### Congestion heat map

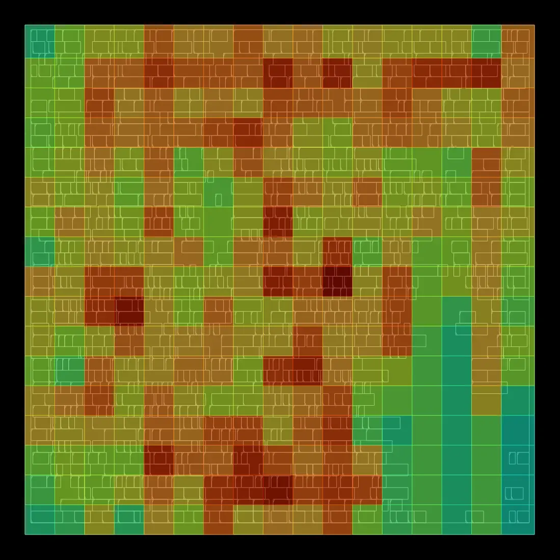
### Gate families picked out

Drawn at 4 px/µm.
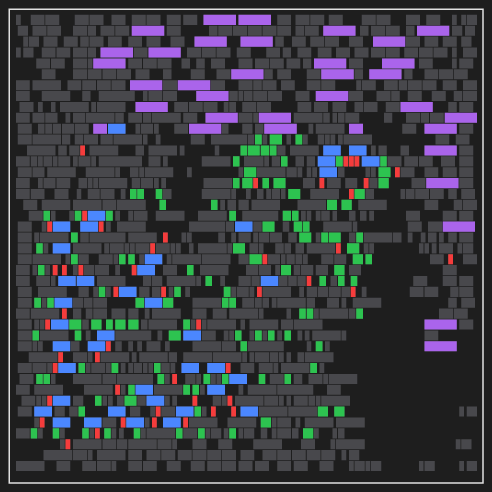
### Met2 routing

Drawn at 2 px/µm. Cells faint in the background.
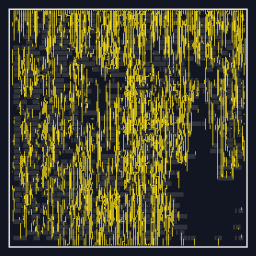
`config.mk`:
```
export PLATFORM = sky130hd
export DESIGN_NAME = capture_scheduler_flat
export DESIGN_NICKNAME = d
export VERILOG_FILES = /design/src/rtl/capture_scheduler_if.sv /design/src/rtl/capture_scheduler.sv /design/src/flat_wrapper.sv
export SDC_FILE = /design/constraint.sdc
export NUM_CORES = 1
export LEC_CHECK = 0
export CAP_MARGIN = 30
export CORE_UTILIZATION = 44
export CTS_CLUSTER_SIZE = 40
export DETAILED_ROUTE_END_ITERATION = 12
export GPL_TIMING_DRIVEN = 0
export PLACE_DENSITY = 0.87
export SLEW_MARGIN = 40
export SYNTH_ARGS = -nofsm -noshare
export SYNTH_HDL_FRONTEND = slang
export SYNTH_SLANG_ARGS = --single-unit
```
`constraint.sdc`:
```
create_clock -name clk -period 6.5 [get_ports clk]
set_clock_uncertainty 0.2 [all_clocks]
set_input_delay 0.65 -clock clk [delete_from_list [all_inputs] [get_ports clk]]
set_output_delay 0.65 -clock clk [all_outputs]
set_load 0.05 [all_outputs]
```
`src/rtl/capture_scheduler_if.sv`:
```
// Stream bundle shared by the channel FIFOs, the capture scheduler and the packetizer.
interface capture_scheduler_if #(
   parameter int NUM_CH = 4,
   parameter int DATA_W = 32,
   parameter int USER_W = 8
);
   logic [NUM_CH*DATA_W-1:0] ch_tdata;
   logic [NUM_CH-1:0]        ch_tvalid;
   logic [NUM_CH-1:0]        ch_tready;
   logic [DATA_W-1:0]        m_tdata;
   logic [USER_W-1:0]        m_tuser;
   logic                     m_tvalid;
   logic                     m_tlast;
   logic                     m_tready;

   // master is the scheduler; slave is the channel sources together with the packetizer
   modport master (
      input  ch_tdata, ch_tvalid, m_tready,
      output ch_tready, m_tdata, m_tuser, m_tvalid, m_tlast
   );
   modport slave (
      output ch_tdata, ch_tvalid, m_tready,
      input  ch_tready, m_tdata, m_tuser, m_tvalid, m_tlast
   );
endinterface

```
`src/rtl/capture_scheduler.sv`:
```
// Round-robin capture sequencer: grants one channel per capture, forwards a fixed
// number of samples with tlast, and holds the packet sideband until pkt_done.
module capture_scheduler #(
   parameter int NUM_CH = 4,
   parameter int DATA_W = 32,
   parameter int USER_W = 8
) (
   input  logic                   clk,
   input  logic                   rst,
   input  logic                   enable,
   input  logic [31:0]            timestamp_in,
   input  logic [7:0]             capture_len_cfg,
   input  logic [NUM_CH-1:0]      ch_overflow,
   input  logic                   pkt_done,
   capture_scheduler_if.master    bus,
   output logic [31:0]            timestamp_latched,
   output logic [7:0]             capture_len_out,
   output logic [15:0]            error_flags,
   output logic                   busy,
   output logic [15:0]            pkt_count
);
   localparam int GW = (NUM_CH > 1) ? $clog2(NUM_CH) : 1;

   typedef enum logic [1:0] {IDLE, ARB, STREAM, WAIT_DONE} state_t;

   state_t            state_reg;
   logic [GW-1:0]     grant_reg;
   logic [GW-1:0]     last_grant_reg;
   logic [8:0]        count_reg;
   logic [8:0]        target_reg;
   logic [NUM_CH-1:0] sticky_reg;
   logic              en_low_reg;
   logic [31:0]       ts_reg;
   logic [7:0]        len_reg;
   logic [15:0]       flags_reg;
   logic [15:0]       pkt_count_reg;

   logic              win;
   logic [GW-1:0]     winner;
   logic [GW-1:0]     cand;
   logic              latch;
   logic              beat;
   logic              last_beat;
   logic [15:0]       flags_next;

   // Rotating priority: the channel after the last grant is searched first
   always_comb begin
      win    = 1'b0;
      winner = last_grant_reg;
      cand   = last_grant_reg;
      for (int k = 1; k <= NUM_CH; k++) begin
         cand = GW'((int'(last_grant_reg) + k) % NUM_CH);
         if (!win && bus.ch_tvalid[cand]) begin
            win    = 1'b1;
            winner = cand;
         end
      end
   end

   assign latch     = (state_reg == ARB) && win;
   assign beat      = (state_reg == STREAM) && bus.ch_tvalid[grant_reg] && bus.m_tready;
   assign last_beat = (count_reg == target_reg - 9'd1);

   always_comb begin
      flags_next                = '0;
      flags_next[NUM_CH-1:0]    = sticky_reg | ch_overflow;
      flags_next[8]             = (ts_reg > timestamp_in);
      flags_next[9]             = en_low_reg;
   end

   always_comb begin
      bus.m_tvalid = 1'b0;
      bus.m_tdata  = '0;
      bus.m_tuser  = '0;
      bus.m_tlast  = 1'b0;
      if (state_reg == STREAM) begin
         bus.m_tvalid = bus.ch_tvalid[grant_reg];
         bus.m_tdata  = bus.ch_tdata[int'(grant_reg)*DATA_W +: DATA_W];
         bus.m_tuser  = USER_W'(grant_reg);
         bus.m_tlast  = last_beat;
      end
   end

   for (genvar gi = 0; gi < NUM_CH; gi++) begin : g_ready
      assign bus.ch_tready[gi] = (state_reg == STREAM) && (grant_reg == GW'(gi)) && bus.m_tready;
   end

   always_ff @(posedge clk) begin
      if (rst) begin
         state_reg      <= IDLE;
         grant_reg      <= '0;
         last_grant_reg <= GW'(NUM_CH - 1);
         count_reg      <= '0;
         target_reg     <= '0;
         sticky_reg     <= '0;
         en_low_reg     <= 1'b0;
         ts_reg         <= '0;
         len_reg        <= '0;
         flags_reg      <= '0;
         pkt_count_reg  <= '0;
      end else begin
         // An overflow in the latch cycle belongs to the packet being latched
         sticky_reg <= latch ? '0 : (sticky_reg | ch_overflow);
         case (state_reg)
            IDLE: begin
               if (enable)
                  state_reg <= ARB;
            end
            ARB: begin
               if (win) begin
                  grant_reg      <= winner;
                  last_grant_reg <= winner;
                  ts_reg         <= timestamp_in;
                  len_reg        <= capture_len_cfg;
                  target_reg     <= (capture_len_cfg == 8'd0) ? 9'd256 : {1'b0, capture_len_cfg};
                  count_reg      <= '0;
                  flags_reg      <= flags_next;
                  en_low_reg     <= 1'b0;
                  state_reg      <= STREAM;
               end else if (!enable) begin
                  state_reg <= IDLE;
               end
            end
            STREAM: begin
               if (!enable)
                  en_low_reg <= 1'b1;
               if (beat) begin
                  if (last_beat) begin
                     count_reg <= '0;
                     state_reg <= WAIT_DONE;
                  end else begin
                     count_reg <= count_reg + 9'd1;
                  end
               end
            end
            WAIT_DONE: begin
               if (pkt_done) begin
                  pkt_count_reg <= pkt_count_reg + 16'd1;
                  state_reg     <= enable ? ARB : IDLE;
               end
            end
            default: state_reg <= IDLE;
         endcase
      end
   end

   assign timestamp_latched = ts_reg;
   assign capture_len_out   = len_reg;
   assign error_flags       = flags_reg;
   assign busy              = (state_reg != IDLE);
   assign pkt_count         = pkt_count_reg;
endmodule

```
`src/flat_wrapper.sv`:
```
// flat-port wrapper written by rule: the top's interface ports become plain ports
module capture_scheduler_flat 
#(
   parameter int NUM_CH = 4,
   parameter int DATA_W = 32,
   parameter int USER_W = 8
)
  (clk, rst, enable, timestamp_in, capture_len_cfg, ch_overflow, pkt_done, timestamp_latched, capture_len_out, error_flags, busy, pkt_count, bus_ch_tdata, bus_ch_tvalid, bus_m_tready, bus_ch_tready, bus_m_tdata, bus_m_tuser, bus_m_tvalid, bus_m_tlast);
  capture_scheduler_if #(.NUM_CH(NUM_CH), .DATA_W(DATA_W), .USER_W(USER_W)) bus_i ();
  input  logic clk;
  input  logic rst;
  input  logic enable;
  input  logic [31:0] timestamp_in;
  input  logic [7:0] capture_len_cfg;
  input  logic [NUM_CH-1:0] ch_overflow;
  input  logic pkt_done;
  output logic [31:0] timestamp_latched;
  output logic [7:0] capture_len_out;
  output logic [15:0] error_flags;
  output logic busy;
  output logic [15:0] pkt_count;
  input wire logic [$bits(bus_i.ch_tdata)-1:0] bus_ch_tdata;
  input wire logic [$bits(bus_i.ch_tvalid)-1:0] bus_ch_tvalid;
  input wire logic [$bits(bus_i.m_tready)-1:0] bus_m_tready;
  output wire logic [$bits(bus_i.ch_tready)-1:0] bus_ch_tready;
  output wire logic [$bits(bus_i.m_tdata)-1:0] bus_m_tdata;
  output wire logic [$bits(bus_i.m_tuser)-1:0] bus_m_tuser;
  output wire logic [$bits(bus_i.m_tvalid)-1:0] bus_m_tvalid;
  output wire logic [$bits(bus_i.m_tlast)-1:0] bus_m_tlast;
  assign bus_i.ch_tdata = bus_ch_tdata;
  assign bus_i.ch_tvalid = bus_ch_tvalid;
  assign bus_i.m_tready = bus_m_tready;
  assign bus_ch_tready = bus_i.ch_tready;
  assign bus_m_tdata = bus_i.m_tdata;
  assign bus_m_tuser = bus_i.m_tuser;
  assign bus_m_tvalid = bus_i.m_tvalid;
  assign bus_m_tlast = bus_i.m_tlast;
  capture_scheduler #(.NUM_CH(NUM_CH), .DATA_W(DATA_W), .USER_W(USER_W)) u_core (.clk(clk), .rst(rst), .enable(enable), .timestamp_in(timestamp_in), .capture_len_cfg(capture_len_cfg), .ch_overflow(ch_overflow), .pkt_done(pkt_done), .bus(bus_i), .timestamp_latched(timestamp_latched), .capture_len_out(capture_len_out), .error_flags(error_flags), .busy(busy), .pkt_count(pkt_count));
endmodule
```
==> deck_impl_summary.md <==
Implementation Results

Power
  • Reported sequential group power: 743 µW
  • Clock distribution power: 512 µW
  • Power share of the combinational group: 55.0%
  • Internal power consumption: 1.57 mW
  • Combinational logic power: 1.53 mW
  • Share of power burned in the clock network: 18.4%

Timing
  • Maximum clock frequency: 228 MHz
  • Final WS setup: 2.12 ns
  • Final-layout setup total negative slack: 0 ns
  • Portion of the clock cycle consumed by the worst path in the final layout: 67.4%
  • Number of endpoints failing setup at the final stage: 0
  • Tightest Pin Transition: 0.701 ns
  • Crit path time final: 4.38 ns
  • Post-Route Hold Slack: 0.259 ns
  • Number of endpoints with negative hold slack in the final report: 0
  • Worst slew margin: 53.3%
  • Unrepaired setup endpoints after global routing: false

Global route
  • Overall global routing resource usage: 28.4%
  • Met3 track demand over resource: 8.82%
  • Number of antenna violations at the first check in global routing: 0
  • Wire length of the first global-routing pass: 31.3 mm
  • Number of global-route vias before repair: 6078

Floorplanning
  • Vertical die dimension: 118 µm
  • Initial cell density of the core: 44.9%
  • Total I/O pin count: 300
  • FP Rows: 42

Place
  • I/O Buffers: 282
  • Detailed placement HPWL: 15.9 mm
  • Placed Instances: 1184
  • Placed standard-cell area: 9030 µm²
  • Final weighted congestion in routability-driven placement: 0.903

Cells and area
  • Fraction of final layout cells with drive strength greater than 1: 6.65%
  • Number of multi-input combinational cells: 527
  • Relative area of non-clock buffer cells in the final design: 33.5%
  • Layout Nets: 1240
  • Utilization after layout: 70.6%
  • Commonest cells after routing, fill and taps aside: 282 x clkdlybuf4s50_1, 120 x nand2_1, 91 x dfxtp_1
  • Largest cell class by area: multi-input combinational cells
  • Antenna diode count: 0
  • Filler Cell Count: 990
  • Footprint of the flip-flops and latches: 1820 µm²
  • Non-clock inverter count: 48
  • Clock-cell share of area: 3.04%
  • Max reg flops: 32
  • Fraction of standard cell area in multi-input logic: 39.6%
  • Flip-flops: 91
  • Combined area of the multi-input logic cells: 3690 µm²

Synthesis
  • Synth cell types: 44
  • Flip-flop and latch count after synthesis: 91
  • Synth cell count leaders: 120 x nand2_1, 91 x dfxtp_1, 68 x a21oi_1, 47 x inv_1, 40 x ha_1
  • Compound-cell area share of the yosys netlist: 13.7%
  • Simple Share, Synth: 22.6%
  • Yosys Instances: 711
  • Synthesized-area fraction occupied by xor and xnor cells: 3.69%
  • Fa+ha+maj area frac: 8.44%
  • Top post-synthesis cells by area: dfxtp_1 31%, mux4_2 13%, ha_1 8.4%
  • Dominant register cell: dfxtp_1
  • Proportion of register bits with asynchronous set or reset after synthesis: 0%
  • Number of flops mapped to enable cells by yosys: 0
  • Largest family of logic cells by area: simple AND/OR/NAND/NOR gates
  • Proportion of synthesized chip area in sequential cells: 30.7%
  • Most common cell in the synthesized netlist: nand2_1
  • Share of the synthesized area in the top cell type: 30.7%
  • Top cell type by total area after synthesis: dfxtp_1

Setup path
  • Critical-path top delay cell: clkdlybuf4s50_1
  • Critical Path Start: u_core.target_reg[3]
  • Critical Path Start Type: flop
  • Dominant delay contributor by cell family on the critical path: simple AND/OR/NAND/NOR gates
  • WP data required: 5.65 ns
  • Worst reg2reg path endpoint: u_core.count_reg[1]
  • Longest individual stage delay on the worst path: 0.86 ns
  • Critical Path End: bus_m_tlast
  • Kind of critical path: reg2out
  • Endpoint type of the worst setup path: output port
  • Worst reg2reg path startpoint: u_core.target_reg[3]

Routing
  • DRC errors left: 0
  • Number of iterations in the first detailed-routing pass: 5
  • Amount of wire on met2 after detailed routing: 9.35 mm
  • Detailed-routing wirelength on met1: 8.44 mm
  • Final antenna-violating net count: 0
  • Highest routed layer: met4
  • Via density per instance: 5.38
  • Wirelength, routed: 20.0 mm
  • Starting DRC count in detailed routing: 270

Clock tree
  • Post-CTS setup-driven buffer insertion count: 0
  • Maximum number of buffers from clock root to sink: 2
  • Post-cts sizing count: 0
  • TritonCTS clock tree: yes
  • Clock H-tree levels: 3
  • Number of hold buffers added after cts: 0
  • TritonCTS Sinks: 91
  • Worst-path clk slew: 0.06 ns
  • Total CTS buffers: 9

Job
  • Max Cap Viol: 0
  • Count of tool warnings: 30

Hold path
  • Startpoint of the lowest-slack hold path: u_core.capture_len_out[2]
  • Destination of the worst hold path: u_core.capture_len_out[2]
  • Type of the most critical hold path: reg2reg

Run status
  • Result of the run: completed
About 'Congestion heat map':
met1 track demand over resource: 36.0%
highest-utilization routing layer at the global route stage: met2

About 'Gate families picked out':
- green: inverting AOI/OAI gates (cells 115)
- blue: adder and majority cells (cells 40)
- purple: multiplexers (cells 35)
- red: inverters (cells 48)

About 'Met2 routing':
- nets with wire on the layer: 1073
- main direction: vertical
- share of all routed wire: 47%
- wire length on this layer: 9350 µm

No activity file was given, so power comes from the tool's default toggle rates.
